$ cat config.mk
export PLATFORM = sky130hd
export DESIGN_NAME = seg_scan_ctrl
export DESIGN_NICKNAME = d
export VERILOG_FILES = /design/src/rtl/seg_disp_pkg.sv /design/src/rtl/hex_to_seg7.sv /design/src/rtl/seg_scan_ctrl.sv
export SDC_FILE = /design/constraint.sdc
export NUM_CORES = 1
export LEC_CHECK = 0
export CAP_MARGIN = 20
export CORE_UTILIZATION = 35
export CTS_BUF_LIST = sky130_fd_sc_hd__clkbuf_16
export CTS_CLUSTER_DIAMETER = 80
export DETAILED_ROUTE_END_ITERATION = 12
export PLACE_DENSITY = 0.62
export SLEW_MARGIN = 20
export SYNTH_ARGS = -nofsm -noshare
export SYNTH_HDL_FRONTEND = slang
export SYNTH_HIERARCHICAL = 1
export SYNTH_SLANG_ARGS = --single-unit
$ cat constraint.sdc
create_clock -name clk -period 3.5 [get_ports clk]
set_input_delay 0.7 -clock clk [delete_from_list [all_inputs] [get_ports clk]]
set_output_delay 0.7 -clock clk [all_outputs]
set_load 0.01 [all_outputs]
$ cat src/rtl/seg_disp_pkg.sv
// rtl/seg_disp_pkg.sv - shared scan states, segment bit positions and hex glyph table
package seg_disp_pkg;

    typedef enum logic [1:0] {
        ST_IDLE  = 2'd0,
        ST_GUARD = 2'd1,
        ST_ON    = 2'd2
    } scan_state_t;

    localparam int SEG_A  = 0;
    localparam int SEG_G  = 6;
    localparam int SEG_DP = 7;

    // Active-high {g,f,e,d,c,b,a}; entry 0 is the rightmost element
    localparam logic [15:0][6:0] HEX_SEG_TABLE = {
        7'h71, 7'h79, 7'h5E, 7'h39, 7'h7C, 7'h77, 7'h6F, 7'h7F,
        7'h07, 7'h7D, 7'h6D, 7'h66, 7'h4F, 7'h5B, 7'h06, 7'h3F
    };

endpackage

$ cat src/rtl/hex_to_seg7.sv
// rtl/hex_to_seg7.sv - nibble plus decimal point to active-high segment pattern
module hex_to_seg7
    import seg_disp_pkg::*;
(
    input  logic [3:0] nibble,
    input  logic       dp,
    output logic [7:0] pattern
);

    assign pattern[SEG_G:SEG_A] = HEX_SEG_TABLE[nibble];
    assign pattern[SEG_DP]      = dp;

endmodule

$ cat src/rtl/seg_scan_ctrl.sv
// rtl/seg_scan_ctrl.sv - multiplexed 7-segment scan controller; SEG_SCAN_DIM_EN adds PWM brightness
module seg_scan_ctrl
    import seg_disp_pkg::*;
#(
    parameter int NUM_DIGITS     = 4,
    parameter int SCAN_DIV       = 50000,
    parameter int GUARD_CYCLES   = 2,
    parameter int SEL_ACTIVE_LOW = 1,
    parameter int SEG_ACTIVE_LOW = 1
) (
    input  logic                    clk,
    input  logic                    rst_n,
    input  logic                    en,
    input  logic                    load,
    input  logic [4*NUM_DIGITS-1:0] digit_data,
    input  logic [NUM_DIGITS-1:0]   dp_in,
    input  logic [NUM_DIGITS-1:0]   digit_mask,
    input  logic                    lz_suppress,
`ifdef SEG_SCAN_DIM_EN
    input  logic [3:0]              brightness,
`endif
    output logic [NUM_DIGITS-1:0]   sel,
    output logic [7:0]              seg,
    output logic                    frame_done
);

    localparam int PW = (SCAN_DIV > 2) ? $clog2(SCAN_DIV) : 1;
    localparam int SW = $clog2(NUM_DIGITS);
    localparam logic [PW-1:0] PRE_GUARD_LAST = PW'(GUARD_CYCLES - 1);
    localparam logic [PW-1:0] PRE_LAST       = PW'(SCAN_DIV - 1);
    localparam logic [SW-1:0] SLOT_LAST      = SW'(NUM_DIGITS - 1);
    localparam logic [NUM_DIGITS-1:0] SEL_OFF = (SEL_ACTIVE_LOW != 0) ? {NUM_DIGITS{1'b1}} : '0;
    localparam logic [7:0]            SEG_OFF = (SEG_ACTIVE_LOW != 0) ? 8'hFF : 8'h00;

    scan_state_t state, state_nx;
    logic [PW-1:0] prescaler, pre_nx;
    logic [SW-1:0] slot, slot_nx;
    logic [4*NUM_DIGITS-1:0] shadow_data, active_data;
    logic [NUM_DIGITS-1:0]   shadow_dp, active_dp;
    logic                    xfer, frame_nx;
    logic [NUM_DIGITS-1:0]   blank, sel_nx;
    logic [7:0]              seg_nx, pattern;
    logic                    leading, lit, dim_on;

`ifdef SEG_SCAN_DIM_EN
    logic [3:0] pwm_cnt;
    logic [3:0] pwm_nx;

    assign pwm_nx = pwm_cnt + 4'd1;
    // Outputs are registered, so gate on the count they will be displayed alongside
    assign dim_on = (pwm_nx <= brightness);

    always_ff @(posedge clk) begin
        if (!rst_n) pwm_cnt <= 4'd0;
        else        pwm_cnt <= pwm_nx;
    end
`else
    assign dim_on = 1'b1;
`endif

    hex_to_seg7 u_dec (
        .nibble  (active_data[{slot, 2'b00} +: 4]),
        .dp      (active_dp[slot]),
        .pattern (pattern)
    );

    // Leading digits stay blank until the first nonzero nibble or set dp; digit 0 always shows
    always_comb begin
        blank   = '0;
        leading = lz_suppress;
        for (int i = NUM_DIGITS - 1; i > 0; i--) begin
            if (active_data[4*i +: 4] != 4'd0 || active_dp[i]) leading = 1'b0;
            blank[i] = leading;
        end
    end

    assign lit = digit_mask[slot] && !blank[slot] && dim_on;

    always_comb begin
        state_nx = state;
        pre_nx   = prescaler;
        slot_nx  = slot;
        xfer     = 1'b0;
        frame_nx = 1'b0;
        if (!en) begin
            state_nx = ST_IDLE;
        end else begin
            case (state)
                ST_IDLE: begin
                    state_nx = ST_GUARD;
                    pre_nx   = '0;
                    slot_nx  = SLOT_LAST;
                    xfer     = 1'b1;
                end
                ST_GUARD: begin
                    pre_nx = prescaler + PW'(1);
                    if (prescaler == PRE_GUARD_LAST) state_nx = ST_ON;
                end
                ST_ON: begin
                    if (prescaler == PRE_LAST) begin
                        pre_nx   = '0;
                        state_nx = ST_GUARD;
                        if (slot == '0) begin
                            slot_nx  = SLOT_LAST;
                            frame_nx = 1'b1;
                            xfer     = 1'b1;
                        end else begin
                            slot_nx = slot - SW'(1);
                        end
                    end else begin
                        pre_nx = prescaler + PW'(1);
                    end
                end
                default: state_nx = ST_IDLE;
            endcase
        end
    end

    // ON is only entered from GUARD, so slot and active data are already stable here
    always_comb begin
        sel_nx = SEL_OFF;
        seg_nx = SEG_OFF;
        if (state_nx == ST_ON && dim_on) begin
            seg_nx = (SEG_ACTIVE_LOW != 0) ? ~pattern : pattern;
            if (lit) sel_nx = SEL_OFF ^ (NUM_DIGITS'(1) << slot);
        end
    end

    always_ff @(posedge clk) begin
        if (!rst_n) begin
            state       <= ST_IDLE;
            prescaler   <= '0;
            slot        <= SLOT_LAST;
            shadow_data <= '0;
            shadow_dp   <= '0;
            active_data <= '0;
            active_dp   <= '0;
            sel         <= SEL_OFF;
            seg         <= SEG_OFF;
            frame_done  <= 1'b0;
        end else begin
            state      <= state_nx;
            prescaler  <= pre_nx;
            slot       <= slot_nx;
            sel        <= sel_nx;
            seg        <= seg_nx;
            frame_done <= frame_nx;
            if (xfer) begin
                active_data <= shadow_data;
                active_dp   <= shadow_dp;
            end
            if (load) begin
                shadow_data <= digit_data;
                shadow_dp   <= dp_in;
            end
        end
    end

endmodule

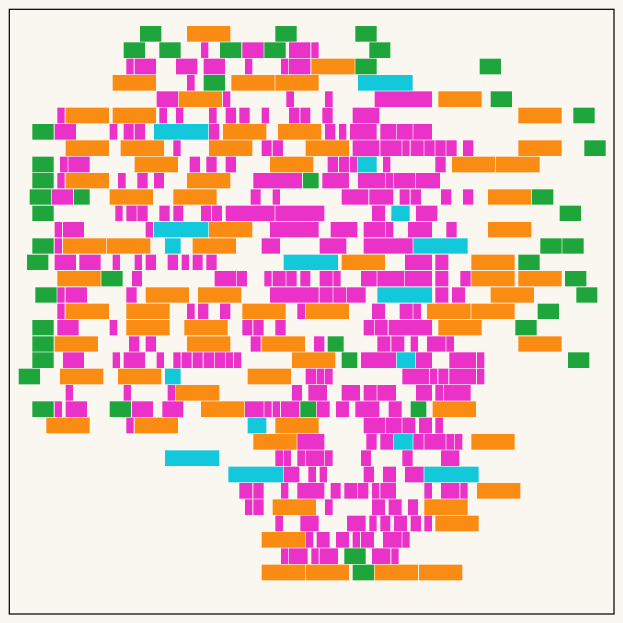
(placement by cell class)
(6 px per um)
green -> other buffers and delay cells  # cells 47, share of their area 11%
orange -> flip-flops  # cells 73, share of their area 36%
cyan -> clock drivers and dummy loads  # cells 16, share of their area 7.0%
magenta -> all other logic  # cells 274, share of their area 45%

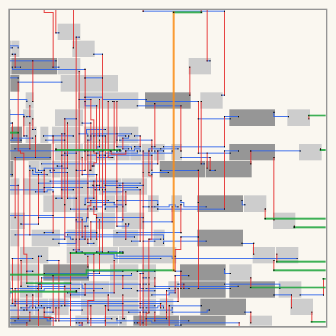
(a small window of the routed layout)
Region (50, 50) to (100, 100) um. Cells in gray, sequential cells in the stronger gray; small squares are vias.
green -> met3
orange -> met4
red -> met2
blue -> met1
cells with their middle in the window = 100
netlist names of flops here include = seg (8), sel (4), slot (2)
sequential cells in the window = 17
most frequent = dfxtp_1 (17), clkdlybuf4s50_1 (15), ha_1 (11)

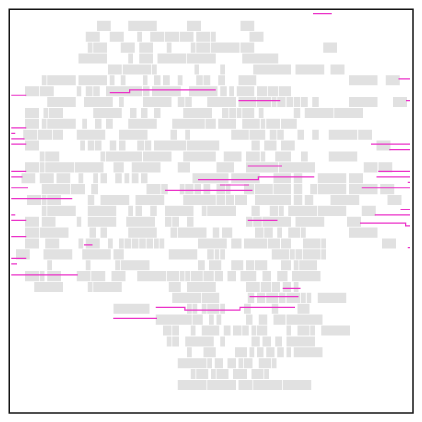
(met3 routing)
(4 px per um) Cells faint in the background.
longest straight run = 21.6 um
share of all routed wire = 4.7%
total number of vias: 2,613
met3 GRT Util: 4.438%
DRT Wirelength: 6728 um

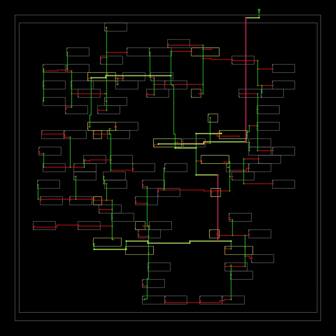
(clock routing)
final clock skew: 0.006103 ns
number of clock buffers in the layout: 9

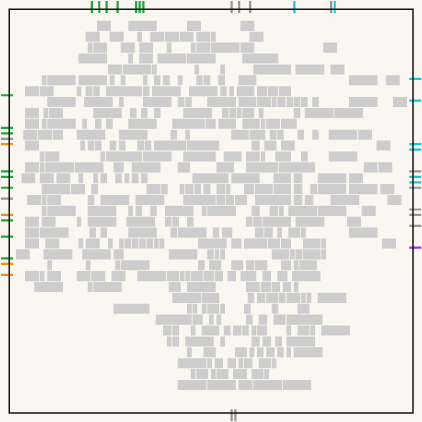
(pin map)
(4 px per um) Pins as bars across the die edge, other pins in gray.
purple -> frame_done  # pins 1, direction output, edge east
green -> digit_data  # pins 16, direction input, edge 9 west, 7 north
orange -> dp_in  # pins 4, direction input, edge west
cyan -> seg  # pins 8, direction output, edge 6 east, 2 north
all pins by edge = 15 west, 13 north, 12 east, 2 south
vertical die size: 100.5 um
number of input and output port buffers inserted: 41
horizontal die size: 100.5 um

==> Implementation_results.wiki <==
== Run summary ==
{| class="wikitable"
! Metric !! Value
|-
| Run status || complete, no violations
|-
| Number of signal-net buffers in the layout || 47
|-
| Routed wirelength normalized by instance count || 12.48 um
|-
| Multi-input gate share of the layout cell area || 42.56%
|-
| Routed met2 length || 2971 um
|-
| Routed met1 length || 3378 um
|-
| Largest net degree at the start of global routing || 44
|-
| Worst R2R Setup Slack || 1.00 ns
|-
| Placeable Area || 9328 sq um
|-
| First-pass GRT wire length || 11,520 um
|-
| Kind of cell with the highest combined delay on the critical path || simple AND/OR/NAND/NOR gates
|-
| Insertion Delay late pin || 0.33 ns
|-
| Antenna cell count || 0
|-
| Post-synth ARST share || 0%
|-
| Time the worst path needs with I/O delays and setup || 2.499 ns
|-
| Post-route cell area || 4198 sq um
|-
| Syn Area/Cell || 9.184 sq um
|-
| Total tool warning count || 39
|-
| Hold slack final || 0.4591 ns
|-
| Total DRC errors in the routed layout || 0
|-
| Iter 0 DRT Violations || 99
|-
| Pre-Place Util || 36.43%
|-
| Fraction of layout instances using a drive strength above 1 || 9.024%
|-
| Combinational gate count || 261
|-
| Tightest Hold Check Type || flop to flop
|-
| Area fraction in compound gates after synthesis || 8.321%
|-
| Termination of the worst setup path || sel[3]$_SDFF_PN1_
|-
| Clock input transition at the sequential cells of the worst setup and hold paths || 0.06 ns
|-
| Total count of max-transition violations in the final report || 0
|-
| Post-synthesis cell type count || 48
|-
| Launch point of the worst hold path || shadow_data[0]$_SDFFE_PN0P_
|-
| Tap cell instance count || 129
|-
| Worst voltage drop across the vdd grid || 234.8 uV
|}
-- routing by layer --
metal | vias up | track usage, %
li1 | 1377 | -
met3 | 4 | 4.438
met5 | - | 0
met2 | 52 | 21.44
met1 | 1180 | 20.31
met4 | 0 | 5.463
-- layout by cell type, fill, tap and decap left out, types with 3 or more instances in the layout --
cell type and count:
sky130_fd_sc_hd__a21oi_1 5, sky130_fd_sc_hd__a31oi_1 5, sky130_fd_sc_hd__and3_1 3, sky130_fd_sc_hd__buf_4 6, sky130_fd_sc_hd__clkbuf_16 9, sky130_fd_sc_hd__clkdlybuf4s50_1 41
sky130_fd_sc_hd__dfxtp_1 73, sky130_fd_sc_hd__ha_1 17, sky130_fd_sc_hd__inv_1 13, sky130_fd_sc_hd__inv_6 4, sky130_fd_sc_hd__mux2_2 3, sky130_fd_sc_hd__mux2i_1 22
sky130_fd_sc_hd__mux4_2 6, sky130_fd_sc_hd__nand2_1 32, sky130_fd_sc_hd__nand3_1 36, sky130_fd_sc_hd__nand4_1 13, sky130_fd_sc_hd__nor2_1 40, sky130_fd_sc_hd__nor2b_1 3
sky130_fd_sc_hd__nor3_1 7, sky130_fd_sc_hd__nor4b_1 3, sky130_fd_sc_hd__o21ai_0 25, sky130_fd_sc_hd__xor2_1 9
-- power by group --
group / internal [W] / switching [W]
Sequential: 0.000854 / 0.0000153
Clock: 0.000490 / 0.000375
Combinational: 0.0000720 / 0.0000697
Total: 0.00142 / 0.000460
-- state kept, by name (all words and copies together), names as in the netlist --
register / count
active_data: 16
active_dp: 4
frame_done: 1
prescaler: 16
seg: 8
sel: 4
shadow_data: 16
shadow_dp: 4
slot: 2
state: 2
No activity file was given, so power comes from the tool's default toggle rates.
